### config.mk
export PLATFORM = sky130hd
export DESIGN_NAME = wireframe_scanout
export DESIGN_NICKNAME = d
export VERILOG_FILES = /design/src/rtl/wireframe_scanout.sv
export SDC_FILE = /design/constraint.sdc
export NUM_CORES = 1
export LEC_CHECK = 0
export CAP_MARGIN = 20
export CORE_MARGIN = 4
export CORE_UTILIZATION = 45
export DETAILED_ROUTE_END_ITERATION = 10
export PLACE_DENSITY_LB_ADDON = 0.3
export RECOVER_POWER = 50
export SETUP_SLACK_MARGIN = 0.5
export SLEW_MARGIN = 20
export SYNTH_ARGS = -nofsm -noshare
export SYNTH_HDL_FRONTEND = slang
export SYNTH_SLANG_ARGS = --single-unit
### constraint.sdc
create_clock -name clk -period 8.6 [get_ports clk]
set_input_delay 0.86 -clock clk [delete_from_list [all_inputs] [get_ports clk]]
set_output_delay 0.86 -clock clk [all_outputs]
set_load 0.02 [all_outputs]
### src/rtl/wireframe_scanout.sv
// Scanout engine for the double-buffered wireframe SRAM: walks the read buffer row by
// row, checks per-row even parity, and streams pixels with coordinates over valid/ready.
module wireframe_scanout #(
  parameter int WIDTH               = 640,
  parameter int HEIGHT              = 480,
  parameter int WIREFRAME_ADDR_SIZE = 19
) (
  input  logic                           clk,
  input  logic                           n_rst,
  input  logic                           frame_ready,
  output logic                           flip,
  output logic [WIREFRAME_ADDR_SIZE-1:0] read_addr,
  input  logic                           sram_data,
  output logic                           pix_valid,
  input  logic                           pix_ready,
  output logic                           pix_data,
  output logic [9:0]                     pix_x,
  output logic [8:0]                     pix_y,
  output logic                           pix_sof,
  output logic                           pix_eol,
  output logic                           pix_eof,
  output logic                           parity_err,
  output logic [8:0]                     err_row,
  output logic                           busy
);

  localparam logic [1:0] IDLE  = 2'd0;
  localparam logic [1:0] FLIP  = 2'd1;
  localparam logic [1:0] READ  = 2'd2;
  localparam logic [1:0] DRAIN = 2'd3;

  localparam logic [9:0] X_PAR  = 10'(WIDTH);
  localparam logic [9:0] X_LAST = 10'(WIDTH - 1);
  localparam logic [8:0] Y_LAST = 9'(HEIGHT - 1);
  localparam logic [WIREFRAME_ADDR_SIZE-1:0] ADDR_ONE = WIREFRAME_ADDR_SIZE'(1);

  typedef struct packed {
    logic       data;
    logic [9:0] x;
    logic [8:0] y;
    logic       sof;
    logic       eol;
    logic       eof;
  } pix_t;

  logic [1:0]                     state;
  logic                           frame_pending;
  logic [WIREFRAME_ADDR_SIZE-1:0] addr;
  logic [9:0]                     x_cnt;
  logic [8:0]                     y_cnt;

  // Tracks the single read whose data is on sram_data this cycle.
  logic       rd_vld;
  logic       rd_par;
  logic [9:0] rd_x;
  logic [8:0] rd_y;
  logic       acc;

  pix_t       fifo_mem [2];
  logic       wr_ptr;
  logic       rd_ptr;
  logic [1:0] count;

  logic       pop;
  logic       push;
  logic       rd_pix;
  logic [1:0] after_pop;
  logic       credit;
  logic       issue;
  logic       par_bad;
  pix_t       head;
  pix_t       entry;

  always_comb begin
    pop       = (count != 2'd0) && pix_ready;
    rd_pix    = rd_vld && !rd_par;
    push      = rd_pix;
    after_pop = count - {1'b0, pop};
    // A pixel read needs a FIFO slot when it lands next cycle, after this cycle's
    // pop and the in-flight pixel have been accounted for.
    credit    = (after_pop == 2'd0) || ((after_pop == 2'd1) && !rd_pix);
    issue     = (state == READ) && ((x_cnt == X_PAR) || credit);
    par_bad   = acc ^ sram_data;
    head      = fifo_mem[rd_ptr];
    entry.data = sram_data;
    entry.x    = rd_x;
    entry.y    = rd_y;
    entry.sof  = (rd_x == 10'd0) && (rd_y == 9'd0);
    entry.eol  = (rd_x == X_LAST);
    entry.eof  = (rd_x == X_LAST) && (rd_y == Y_LAST);
  end

  always_ff @(posedge clk or posedge n_rst) begin
    if (n_rst) begin
      frame_pending <= 1'b0;
    end else if (frame_ready) begin
      frame_pending <= 1'b1;
    end else if (state == FLIP) begin
      frame_pending <= 1'b0;
    end
  end

  always_ff @(posedge clk or posedge n_rst) begin
    if (n_rst) begin
      state <= IDLE;
      addr  <= '0;
      x_cnt <= '0;
      y_cnt <= '0;
    end else begin
      case (state)
        IDLE: if (frame_pending) state <= FLIP;
        FLIP: begin
          addr  <= '0;
          x_cnt <= '0;
          y_cnt <= '0;
          state <= READ;
        end
        READ: if (issue) begin
          if (x_cnt == X_PAR) begin
            x_cnt <= '0;
            if (y_cnt == Y_LAST) begin
              state <= DRAIN;
            end else begin
              y_cnt <= y_cnt + 9'd1;
              addr  <= addr + ADDR_ONE;
            end
          end else begin
            x_cnt <= x_cnt + 10'd1;
            addr  <= addr + ADDR_ONE;
          end
        end
        DRAIN: if (!rd_vld && (count == 2'd0)) begin
          if (frame_pending) begin
            state <= FLIP;
          end else begin
            // No new frame: rescan the same buffer so the display never starves.
            addr  <= '0;
            x_cnt <= '0;
            y_cnt <= '0;
            state <= READ;
          end
        end
        default: state <= IDLE;
      endcase
    end
  end

  always_ff @(posedge clk or posedge n_rst) begin
    if (n_rst) begin
      rd_vld <= 1'b0;
      rd_par <= 1'b0;
      rd_x   <= '0;
      rd_y   <= '0;
    end else begin
      rd_vld <= issue;
      rd_par <= (x_cnt == X_PAR);
      rd_x   <= x_cnt;
      rd_y   <= y_cnt;
    end
  end

  always_ff @(posedge clk or posedge n_rst) begin
    if (n_rst) begin
      acc        <= 1'b0;
      parity_err <= 1'b0;
      err_row    <= '0;
    end else if (rd_vld && rd_par) begin
      parity_err <= par_bad;
      if (par_bad) err_row <= rd_y;
      acc <= 1'b0;
    end else begin
      parity_err <= 1'b0;
      if (rd_pix) acc <= acc ^ sram_data;
    end
  end

  always_ff @(posedge clk or posedge n_rst) begin
    if (n_rst) begin
      fifo_mem[0] <= '0;
      fifo_mem[1] <= '0;
      wr_ptr      <= 1'b0;
      rd_ptr      <= 1'b0;
      count       <= 2'd0;
    end else begin
      if (push) begin
        fifo_mem[wr_ptr] <= entry;
        wr_ptr           <= ~wr_ptr;
      end
      if (pop) rd_ptr <= ~rd_ptr;
      case ({push, pop})
        2'b10:   count <= count + 2'd1;
        2'b01:   count <= count - 2'd1;
        default: count <= count;
      endcase
    end
  end

  assign flip      = (state == FLIP);
  assign busy      = (state != IDLE);
  assign read_addr = addr;
  assign pix_valid = (count != 2'd0);
  assign pix_data  = head.data;
  assign pix_x     = head.x;
  assign pix_y     = head.y;
  assign pix_sof   = head.sof;
  assign pix_eol   = head.eol;
  assign pix_eof   = head.eof;

endmodule

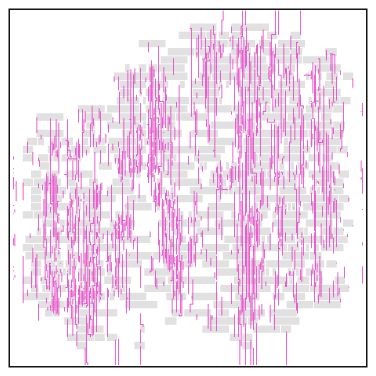
(run_1/m2.png)
Scale: 3 px per um. Cells faint in the background.
- share of all routed wire: 48%
- main direction: vertical
- nets with wire on the layer: 482
- wire length on this layer: 5580 um
final WL: 11700 um
DR vias: 4060
GRT met2 Usage: 0.286

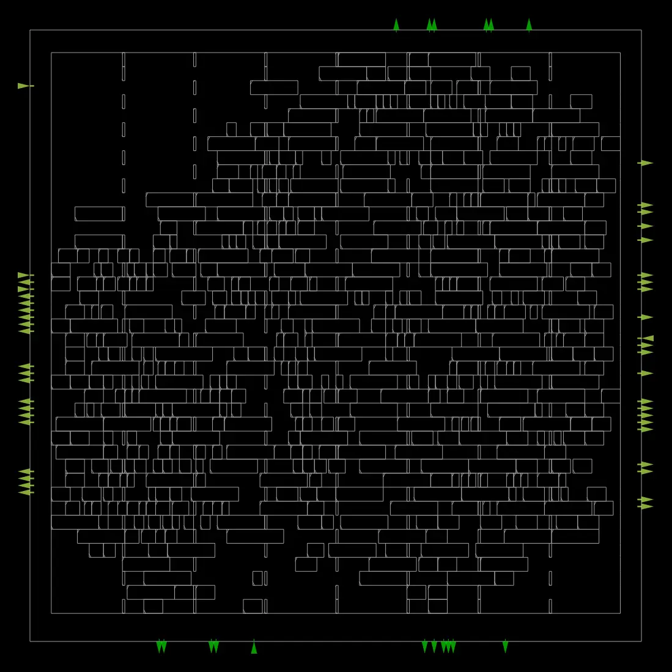
(run_1/placed.png)
Tapcell Cnt: 147
Row Count: 40
Seq cells: 123
non-filler instance count after layout: 732
fin util: 0.570

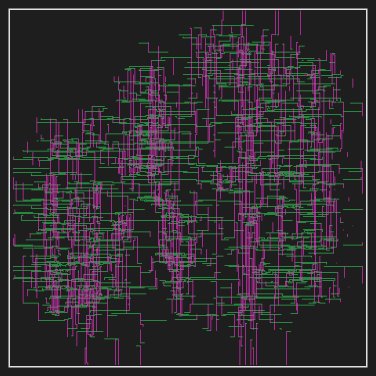
(run_1/layers.png)
Scale: 3 px per um. Two of the layers only.
- magenta: M2 (wire length 5580 um)
- green: M1 (wire length 5490 um)

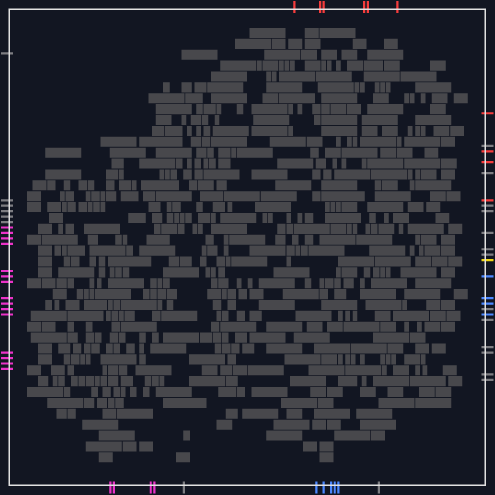
(run_1/pinout.png)
Scale: 4 px per um. Pins as bars across the die edge, other pins in grey.
- red: pix_x (pins 10; direction output; edge 6 north, 4 east)
- magenta: read_addr (pins 19; direction output; edge 15 west, 4 south)
- blue: err_row (pins 9; direction output; edge 5 south, 4 east)
- yellow: pix_eof (pins 1; direction output; edge east)

[run 1: placed cells by master (no fill, tap or decap), types with 2 or more instances in the layout]
cell,instances
o31ai_1,8
nor3_1,5
clkbuf_1,2
clkdlybuf4s50_1,55
bufinv_16,4
a22o_1,5
a31oi_1,7
o21ai_0,38
nand3_1,19
o21ai_1,2
nand2_1,89
clkbuf_8,2
ha_1,6
a221o_1,2
xor2_1,8
nand4_1,10
nor2b_1,2
o21a_1,2
a21oi_1,10
nor4_1,11
clkinvlp_4,4
or2_2,2
clkbuf_16,17
o41ai_2,2
nand2b_1,6
or4_1,5
and3_1,7
xnor2_1,3
and2_1,5
inv_1,9
dfrtp_1,122
dlygate4sd3_1,4
mux2_2,57
nor2_1,30
clkinv_2,4
==> run_results.csv, run 1 <==
group,metric,value,unit
final_timing,finalMaxSlewViolations,48,
power_and_ir_drop,finalPower,2040,uW
run_status,violations,"capacitance limit, slew limit",
power_and_ir_drop,power.group.top,"sequential cells",
cts,cts_hold_repair.buffers,0,
final_timing,period_minus_slack,2990,ps
final_timing,rsz0062_at_grt,"false",
global_route,first_global_vias,4121,
synth,yosysTopAreaCell,"dfrtp_1",
synth,yosysMostFrequentCell,"dfrtp_1",
synth,post_synth_inst_count,511,
power_and_ir_drop,clkPwrFrac,0.367,
floorplanning,pin_count,60,
final_timing,fin_skew,5.23,ps
global_route,met3_usage,0.0426,
critical_path,worstSetupPathType,"reg2out",
route,wl_per_cell,16.0,um
power_and_ir_drop,p_seq,774,uW
critical_path,worstSetupEndpoint,"pix_y[3]",
cts,cts_root_buf,"clkbuf_16",
synth,simple_gate_share,0.173,
critical_path,cp.arrival,2130,ps
run_status,status,"finished with violations",
critical_path,rr_startpoint,"count[0]",
cts,cts_tree,"done",
power_and_ir_drop,combPwrFrac,0.254,
flow_run,cap_violations,3,
final_timing,fin_crit_sh,0.347,
critical_path,worst_path_max_delay_cell,"dfrtp_2",
final_layout,layout-area-overhead-vs-synth,24.2,%
synth,ys_ff,123,
synth,synth-edff-count,0,
placement,numPortBuffers,59,
global_route,grt-busiest-layer,"met2",
power_and_ir_drop,p_int,1390,uW
final_timing,relSlewSlack,-0.0386,
## Run 2: what changed since run 1
==> constraint.sdc (replaced) <==
create_clock -name clk -period 2.69 [get_ports clk]
set_input_delay 0.269 -clock clk [delete_from_list [all_inputs] [get_ports clk]]
set_output_delay 0.269 -clock clk [all_outputs]
set_load 0.02 [all_outputs]
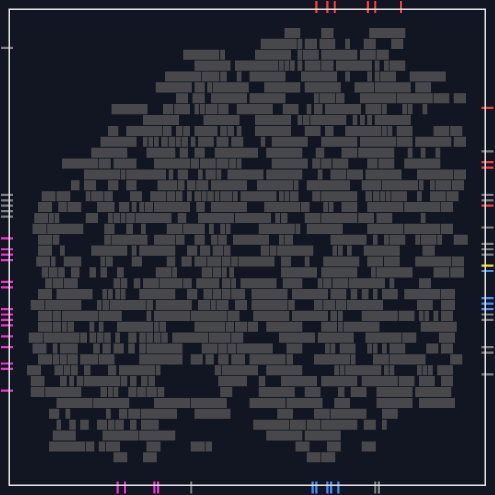
(run_2/pinout.png)
Scale: 4 px per um. Pins as bars across the die edge, other pins in grey.
- yellow: pix_eof (pins 1; direction output; edge east)
- magenta: read_addr (pins 19; direction output; edge 15 west, 4 south)
- red: pix_x (pins 10; direction output; edge 6 north, 4 east)
- blue: err_row (pins 9; direction output; edge 5 south, 4 east)
- all pins by edge: 21 west, 21 east, 12 south, 6 north

==> run 2 against run 1 <==
Net effect: the flow now finishes without violations; final cell count increased by 3.4%; flip-flop count stayed put; critical path type is now reg2reg; via count up 3.9%; register-to-register slack got worse by 5500 ps; critical path depth is 6 higher; sequential share of layout area shrank 2.1 points; worst hold slack worse by 32 ps; global-route usage grew 1.0 points; count of clock-buffer cells in the layout rose by 1; clock skew increased by 5.9 ps.
==> run_results.csv, run 2 <==
group,metric,value,unit
critical_path,cp.arrival,2640,ps
placement,numPortBuffers,59,
final_timing,fin_crit_sh,0.869,
critical_path,worst_path_max_delay_cell,"dfrtp_1",
final_layout,fin_util,0.597,
synth,post_synth_inst_count,511,
power_and_ir_drop,combPwrFrac,0.307,
final_timing,relSlewSlack,0.0174,
synth,yosysMostFrequentCell,"dfrtp_1",
floorplanning,rows,40,
cts,cts_root_buf,"clkbuf_16",
synth,simple_gate_share,0.173,
final_timing,rsz0062_at_grt,"true",
synth,ys_ff,123,
route,wl_per_cell,16.8,um
final_layout,ff_count,123,
final_timing,fin_skew,11.1,ps
cts,cts_tree,"done",
run_status,status,"completed",
final_layout,mostFrequentLayoutCells,"dfrtp_1, nand2_1, mux2_2, clkdlybuf4s50_1, o21ai_0",
power_and_ir_drop,power.group.top,"the clock network",
power_and_ir_drop,p_seq,2380,uW
route,drt-total-wl,12700,um
global_route,met2_usage,0.306,
synth,synth-edff-count,0,
cts,cts_hold_repair.buffers,0,
power_and_ir_drop,p_int,4690,uW
global_route,grt-busiest-layer,"met2",
final_layout,layout-area-overhead-vs-synth,30.1,%
final_timing,period_minus_slack,2340,ps
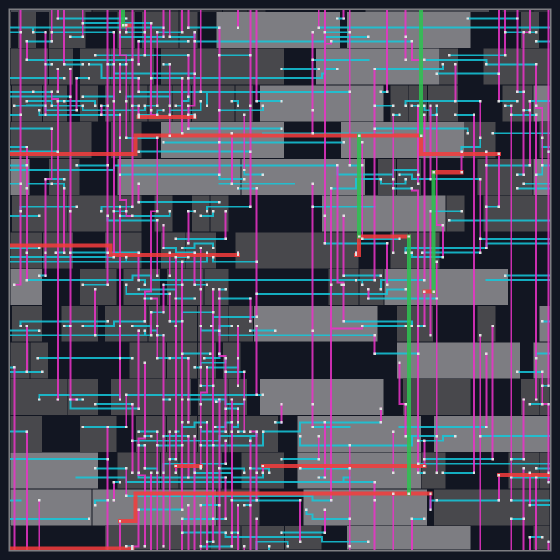
(run_2/closeup.png)
Window x 39 to 79, y 39 to 79 um. Cells in grey, sequential cells in the stronger grey; small squares are vias.
- cyan: M1
- red: M3
- green: M4
- magenta: M2
- sequential cells in the window: 21
- cells with their middle in the window: 111
- netlist names of flops here include: y_cnt (6), rd_y (5), x_cnt (4)
- most frequent: dfrtp_1 (21), nand2_1 (13)

## run 2: stage by stage
stage | instance area, um2 | std cells | hold WS (ps) | setup WS (ps)
floorplan | 5530 | 511 | 352 | 537
global placement | 6330 | 711 | 410 | 335
detailed placement | 6330 | 711 | 421 | 279
CTS | 7050 | 750 | 177 | 522
global route | 7170 | 757 | 436 | 270
finish | 7170 | 757 | 384 | 351
## run 2: worst max path at each step
stage,start,endpoint
3_5_place_dp,x_cnt[0],y_cnt[2]
4_1_cts,count[0],read_addr[15]
2_1_floorplan,count[0],read_addr[5]
6_report,count[0],read_addr[5]
5_1_grt,count[0],read_addr[5]
3_3_place_gp,x_cnt[0],y_cnt[6]
